$ cat src/rtl/request_debouncer.sv
// ---------------------------------------------------------------------------
// request_debouncer
//
// Turns a raw, bouncing pushbutton/sensor level into a clean debounced level
// for the traffic-light FSM, and latches a pending pedestrian request until
// the light controller acknowledges it.
//
// Parameters
//   DB_CYCLES  : consecutive stable synchronized samples needed before a level
//                change is accepted (2..255).
//   INIT_LEVEL : debounced level (and synchronizer contents) after reset.
//
// Ports
//   clk_i       in   system clock, all registers on the rising edge
//   rst_i       in   asynchronous, active-high reset
//   btn_i       in   raw level, asynchronous to clk_i, may bounce
//   ack_i       in   request-served strobe from the light controller
//   x_o         out  debounced level
//   rise_o      out  one-cycle pulse, first cycle x_o shows a 0->1 change
//   fall_o      out  one-cycle pulse, first cycle x_o shows a 1->0 change
//   req_o       out  latched pending request
//   overrun_o   out  one-cycle pulse: press accepted while req_o already set
//   press_cnt_o out  saturating count of accepted presses
//
// Handshake: req_o is set by an accepted press and cleared by ack_i = 1 on an
// edge without an accepted press. ack_i is a level sampled every edge; while
// req_o = 0 it is simply ignored. A press that lands on the same edge as
// ack_i wins, so the request stays set. No more than one request is held.
// ---------------------------------------------------------------------------
module request_debouncer #(
    parameter int unsigned DB_CYCLES  = 16,
    parameter logic        INIT_LEVEL = 1'b0
) (
    input  logic       clk_i,
    input  logic       rst_i,
    input  logic       btn_i,
    input  logic       ack_i,
    output logic       x_o,
    output logic       rise_o,
    output logic       fall_o,
    output logic       req_o,
    output logic       overrun_o,
    output logic [7:0] press_cnt_o
);

    // Counter is wide enough to hold DB_CYCLES-1; never narrower than 1 bit.
    localparam int unsigned CNT_W = ($clog2(DB_CYCLES) < 1) ? 1 : $clog2(DB_CYCLES);
    localparam logic [CNT_W-1:0] CNT_MAX = CNT_W'(DB_CYCLES - 1);

    // ------------------------------------------------------------------
    // Registers
    // ------------------------------------------------------------------
    logic             r_sync1;
    logic             r_sync2;
    logic [CNT_W-1:0] r_cnt;
    logic             r_x;
    logic             r_rise;
    logic             r_fall;
    logic             r_req;
    logic             r_overrun;
    logic [7:0]       r_press_cnt;

    // ------------------------------------------------------------------
    // Combinational decode
    // ------------------------------------------------------------------
    logic w_differs;   // synchronized input disagrees with debounced level
    logic w_accept;    // this edge completes DB_CYCLES differing samples
    logic w_rise_evt;  // accepted change is 0->1
    logic w_fall_evt;  // accepted change is 1->0

    assign w_differs  = (r_sync2 != r_x);
    assign w_accept   = w_differs && (r_cnt == CNT_MAX);
    assign w_rise_evt = w_accept && r_sync2;
    assign w_fall_evt = w_accept && !r_sync2;

    // ------------------------------------------------------------------
    // Two-flop synchronizer. Reset to INIT_LEVEL so that a button already
    // at INIT_LEVEL after reset produces no spurious debounce activity.
    // ------------------------------------------------------------------
    always_ff @(posedge clk_i or posedge rst_i) begin
        if (rst_i) begin
            r_sync1 <= INIT_LEVEL;
            r_sync2 <= INIT_LEVEL;
        end else begin
            r_sync1 <= btn_i;
            r_sync2 <= r_sync1;
        end
    end

    // ------------------------------------------------------------------
    // Stability counter and debounced level.
    // Any sample that agrees with x_o restarts the count, so a glitch
    // shorter than DB_CYCLES samples can never be accepted. The counter
    // holds at CNT_MAX for only one edge: that edge performs the load.
    // ------------------------------------------------------------------
    always_ff @(posedge clk_i or posedge rst_i) begin
        if (rst_i) begin
            r_cnt <= '0;
            r_x   <= INIT_LEVEL;
        end else if (!w_differs) begin
            r_cnt <= '0;
        end else if (w_accept) begin
            r_cnt <= '0;
            r_x   <= r_sync2;
        end else begin
            r_cnt <= r_cnt + CNT_W'(1);
        end
    end

    // ------------------------------------------------------------------
    // Edge pulses: registered on the same edge as the x_o load, so they
    // are high exactly in the first cycle x_o shows its new value.
    // ------------------------------------------------------------------
    always_ff @(posedge clk_i or posedge rst_i) begin
        if (rst_i) begin
            r_rise <= 1'b0;
            r_fall <= 1'b0;
        end else begin
            r_rise <= w_rise_evt;
            r_fall <= w_fall_evt;
        end
    end

    // ------------------------------------------------------------------
    // Request latch and overrun flag. The new press has priority over a
    // coincident ack; overrun only fires when the previous request is
    // still outstanding and not being served on this very edge.
    // ------------------------------------------------------------------
    always_ff @(posedge clk_i or posedge rst_i) begin
        if (rst_i) begin
            r_req     <= 1'b0;
            r_overrun <= 1'b0;
        end else begin
            r_overrun <= w_rise_evt && r_req && !ack_i;
            if (w_rise_evt) begin
                r_req <= 1'b1;
            end else if (ack_i) begin
                r_req <= 1'b0;
            end
        end
    end

    // ------------------------------------------------------------------
    // Saturating press counter, updated together with rise_o.
    // ------------------------------------------------------------------
    always_ff @(posedge clk_i or posedge rst_i) begin
        if (rst_i) begin
            r_press_cnt <= 8'd0;
        end else if (w_rise_evt && (r_press_cnt != 8'hFF)) begin
            r_press_cnt <= r_press_cnt + 8'd1;
        end
    end

    // ------------------------------------------------------------------
    // Outputs
    // ------------------------------------------------------------------
    assign x_o         = r_x;
    assign rise_o      = r_rise;
    assign fall_o      = r_fall;
    assign req_o       = r_req;
    assign overrun_o   = r_overrun;
    assign press_cnt_o = r_press_cnt;

endmodule

$ cat config.mk
export PLATFORM = sky130hd
export DESIGN_NAME = request_debouncer
export DESIGN_NICKNAME = d
export VERILOG_FILES = /design/src/rtl/request_debouncer.sv
export SDC_FILE = /design/constraint.sdc
export NUM_CORES = 1
export LEC_CHECK = 0
export ABC_AREA = 1
export CORE_UTILIZATION = 49
export DETAILED_ROUTE_END_ITERATION = 16
export HOLD_SLACK_MARGIN = 0.08
export PLACE_DENSITY = 0.75
export SLEW_MARGIN = 20
export SYNTH_ARGS = -nofsm -noshare
export SYNTH_HDL_FRONTEND = slang
export SYNTH_SLANG_ARGS = --single-unit
$ cat constraint.sdc
create_clock -name clk_i -period 1.6 [get_ports clk_i]
set_input_delay 0.32 -clock clk_i [delete_from_list [all_inputs] [get_ports clk_i]]
set_output_delay 0.32 -clock clk_i [all_outputs]
set_load 0.02 [all_outputs]
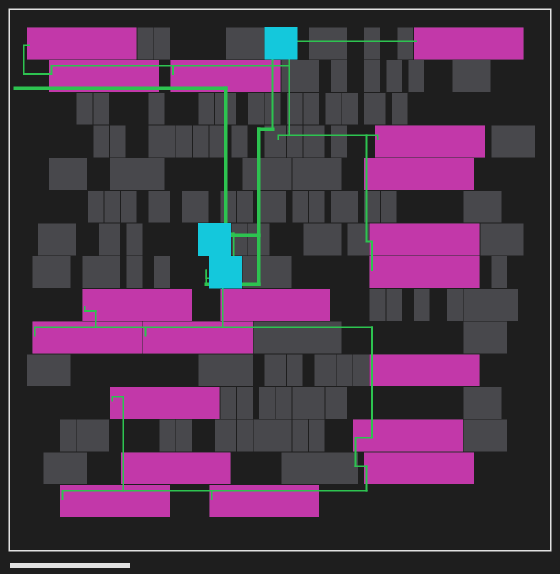
(clock network drawn from the DEF)
Bar = 10 um.
[green] clock wires | length: 225 um
[magenta] flip-flops | count: 19
[cyan] cells driving clock nets | count: 3
routed clock nets	4

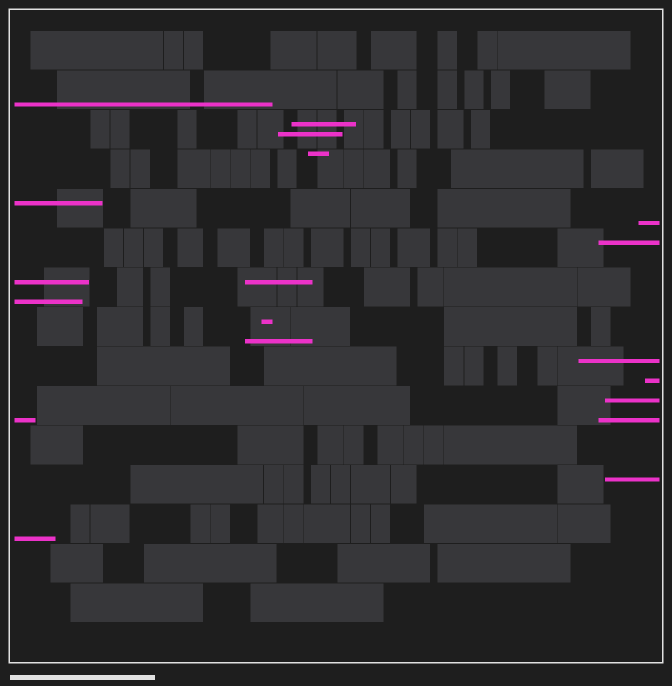
(met3 routing)
Bar = 10 um. Cells faint in the background.
wire length on this layer	76.4 um
longest straight run	17.5 um

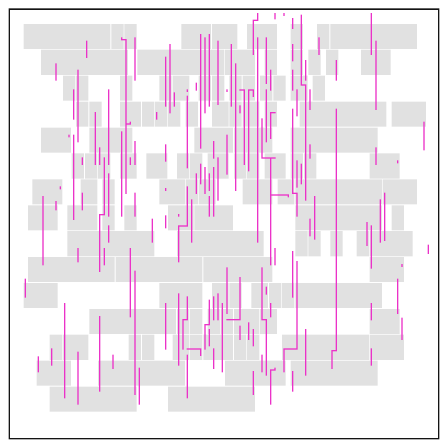
(met2 routing)
Cells faint in the background.
nets with wire on the layer	99
share of all routed wire	41%
wire length on this layer	599 um
longest straight run	25.3 um
Vias: 686
GR Layer Usage met2: 24.3%
WL final: 1460 um

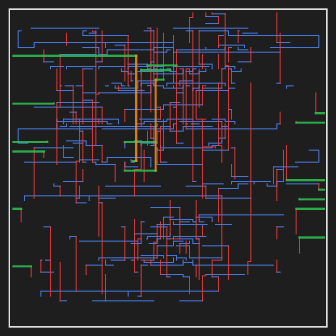
(metal layers overlaid)
colour	layer	wire length
red	met2	599 um
green	met3	76.4 um
blue	met1	761 um
orange	met4	27.9 um
routed len/inst: 9.82 um
Global Route Usage Sum: 17.1%

==> results.ini <==
[timing]
period_needed_ns = 1.55
fmax_mhz = 644
setup_viol = 0
drv_slew = 0
hold_viol = 0
slew-limit-headroom_pct = 81.9
worst_slew_pin_slew_ns = 0.271
tns_ns = 0
fin_crit_sh_pct = 97.1
rsz0062_at_grt = false
fin_skew_ns = 0.0115

[grt]
gr-total-overflow = 0
grt_max_degree = 20
grt_antenna_before_repair = 0
grt_pass1_vias = 579
grt_pass1_wl_um = 2500

[place]
postPlaceCellArea_sq_um = 1100
port_buffers = 16
dp_cells = 145
gp_congestion = 0.740
dpl.hpwl_um = 1080

[setup_path]
r2r_setup_slack_ns = 0.24
worstPathCellList = clkdlybuf4s50_1
r2r_start = press_cnt_o[1]
path_depth = 1
crit_arrival_ns = 1.23
setup.worst_path.end = fall_o
endpoint_kind = output port
path_buffers = 1
crit_family = buffers and inverters
cpPeakStageDelay_ns = 0.59
slowest_stage = clkdlybuf4s50_1
crit_path_start = fall_o
worstRegToRegCells = 8
required_ns = 1.28
worstPathMaxFanout = 1
startpoint_type = flop
reg2reg_to = press_cnt_o[7]
worstSetupPathType = flop to output port

[power]
power.density_nw_per_um2 = 692
p_leak_nw = 0.620
vdd_drop_max_mv = 0.379
p_total_mw = 0.775

[cts]
clk_latency_ns = 0.30
htree_levels = 1
cts_buffers = 3
cts_tree = yes
clk_pin_slew_worst_paths_ns = 0.11
clock_tree.buffer_depth = 2
cts_setup_buffers = 0
cts_sinks = 19
holdBufCountCts = 0
cts_root_buf = clkbuf_4

[job]
drv_cap = 0
warnings = 26

[yosys]
syn_inst = 103
ff_type = dfrtp_1
synth_cell_types = 19
synth_chip_area_sq_um = 903
fp_nets = 109
area_leaders = dfrtp_1 53%, nand2_1 14%, nor2_1 5.4%, inv_1 5.0%, nand3_1 3.9%
top_cells_by_count = 33 x nand2_1, 19 x dfrtp_1, 13 x nor2_1
yosysCellCount = 103
numSynthFlops = 19
synthMostInstantiatedCell = nand2_1
postSynthAreaPerCell_sq_um = 8.77
syn_area_sq_um = 903
synth_top_cell_by_area = dfrtp_1
synth_async_sr_flop_share_pct = 100
synth-warning-count = 0
edf_count = 0
top_area_share_pct = 52.6
ys_seq_share_pct = 52.6

[cells_and_area]
nFillCells = 159
fin_cells = 149
finalInstanceArea_sq_um = 1120
nets = 131
diodes = 0
syn_to_final_growth_pct = 24.1
utilization_pct = 64.9
drive_gt1_share_pct = 9.68

[die]
die_w_um = 44.9
dieHeight_um = 44.9
die-area_sq_um = 2020
core-area_sq_um = 1730
std_cell_rows = 15
initCoreUtil_pct = 52.3
num_io_pins = 17

[outcome]
status = finished clean

[detailed_routing]
initialDrtViolationCount = 10
ant_nets = 0
viasPerCell = 4.60
remaining_drc_errors = 0
first_pass_iters = 4

[hold_path]
hp-class = input port to asynchronous set/reset pin

## metal layers
metal  global-route usage (%)  vias up  share of wire, %
li1                         -      361                 -
met1                     25.2      300                52
met2                     24.3       20                41
met3                     3.60        5               5.2
met4                     7.27        0               1.8
met5                        0        -                 0
## per-stage QoR
| stage | worst slack, ns | hold slack [ns] |
|---|---|---|
| 2_1_floorplan | 0.247 | 0.271 |
| 4_1_cts | 0.0258 | 0.331 |
| 3_3_place_gp | 0.229 | 0.334 |
| 3_5_place_dp | 0.200 | 0.354 |
| 5_1_grt | 0.0126 | 0.359 |
| 6_report | 0.0470 | 0.316 |
## power breakdown
| part | switching, mW | internal, mW | total (mW) |
|---|---|---|---|
| sequential | 0.00666 | 0.488 | 0.495 |
| clock | 0.152 | 0.0932 | 0.245 |
| combinational | 0.0204 | 0.0148 | 0.0352 |
## layout make-up
class | count | area, sq um | share of cell area [%]
clock buffer | 3 | 22.5 | 2.01
clock inverter | 1 | 5.00 | 0.446
inverter | 13 | 51.3 | 4.58
multi-input combinational | 71 | 377 | 33.6
sequential | 19 | 475 | 42.4
tap | 25 | 31.3 | 2.79
timing repair buffer | 17 | 159 | 14.2
## cell families (layout without fill, tap and decap cells)
group	count (synthesis)	in the layout	synth area share, %
AND/OR/NAND/NOR	63	63	34.3
adder cells (fa/ha/maj)	2	2	2.77
AND-OR/OR-AND	3	3	1.66
buffers and inverters	13	34	5.68
flip-flops	19	19	52.6
XOR/XNOR	3	3	2.91
## how the worst min path moves through the flow
stage               slack, ns       end    start  depth (start not counted)
finish                   0.32   r_sync1    rst_i                          3
global route             0.36  r_cnt[1]    rst_i                          3
CTS                      0.33   r_sync1    rst_i                          3
detailed placement       0.35   r_sync2  r_sync1                          0
global placement         0.33   r_sync2  r_sync1                          0
floorplan                0.27    fall_o    rst_i                          1
## placed cells by master (no fill, tap or decap), types with 2 or more instances in the layout
cell	instances
nand3_1	7
xor2_1	2
nand2_1	33
clkbuf_4	3
inv_1	12
dlygate4sd2_1	9
nand4_1	2
dfrtp_1	19
nor2_1	13
ha_1	2
nand2_4	2
clkdlybuf4s50_1	6
o21ai_0	2
## flip-flops by register name (all words and copies together), names as in the netlist
signal	cells
fall_o	1
overrun_o	1
press_cnt_o	8
r_cnt	4
r_sync1	1
r_sync2	1
req_o	1
rise_o	1
x_o	1
## timing repair
action                     4_1_cts  5_1_grt
gates resized                    9        1
setup endpoints to repair        9        1
pin swaps                        0        0
Power is estimated from default activity; no workload was simulated.
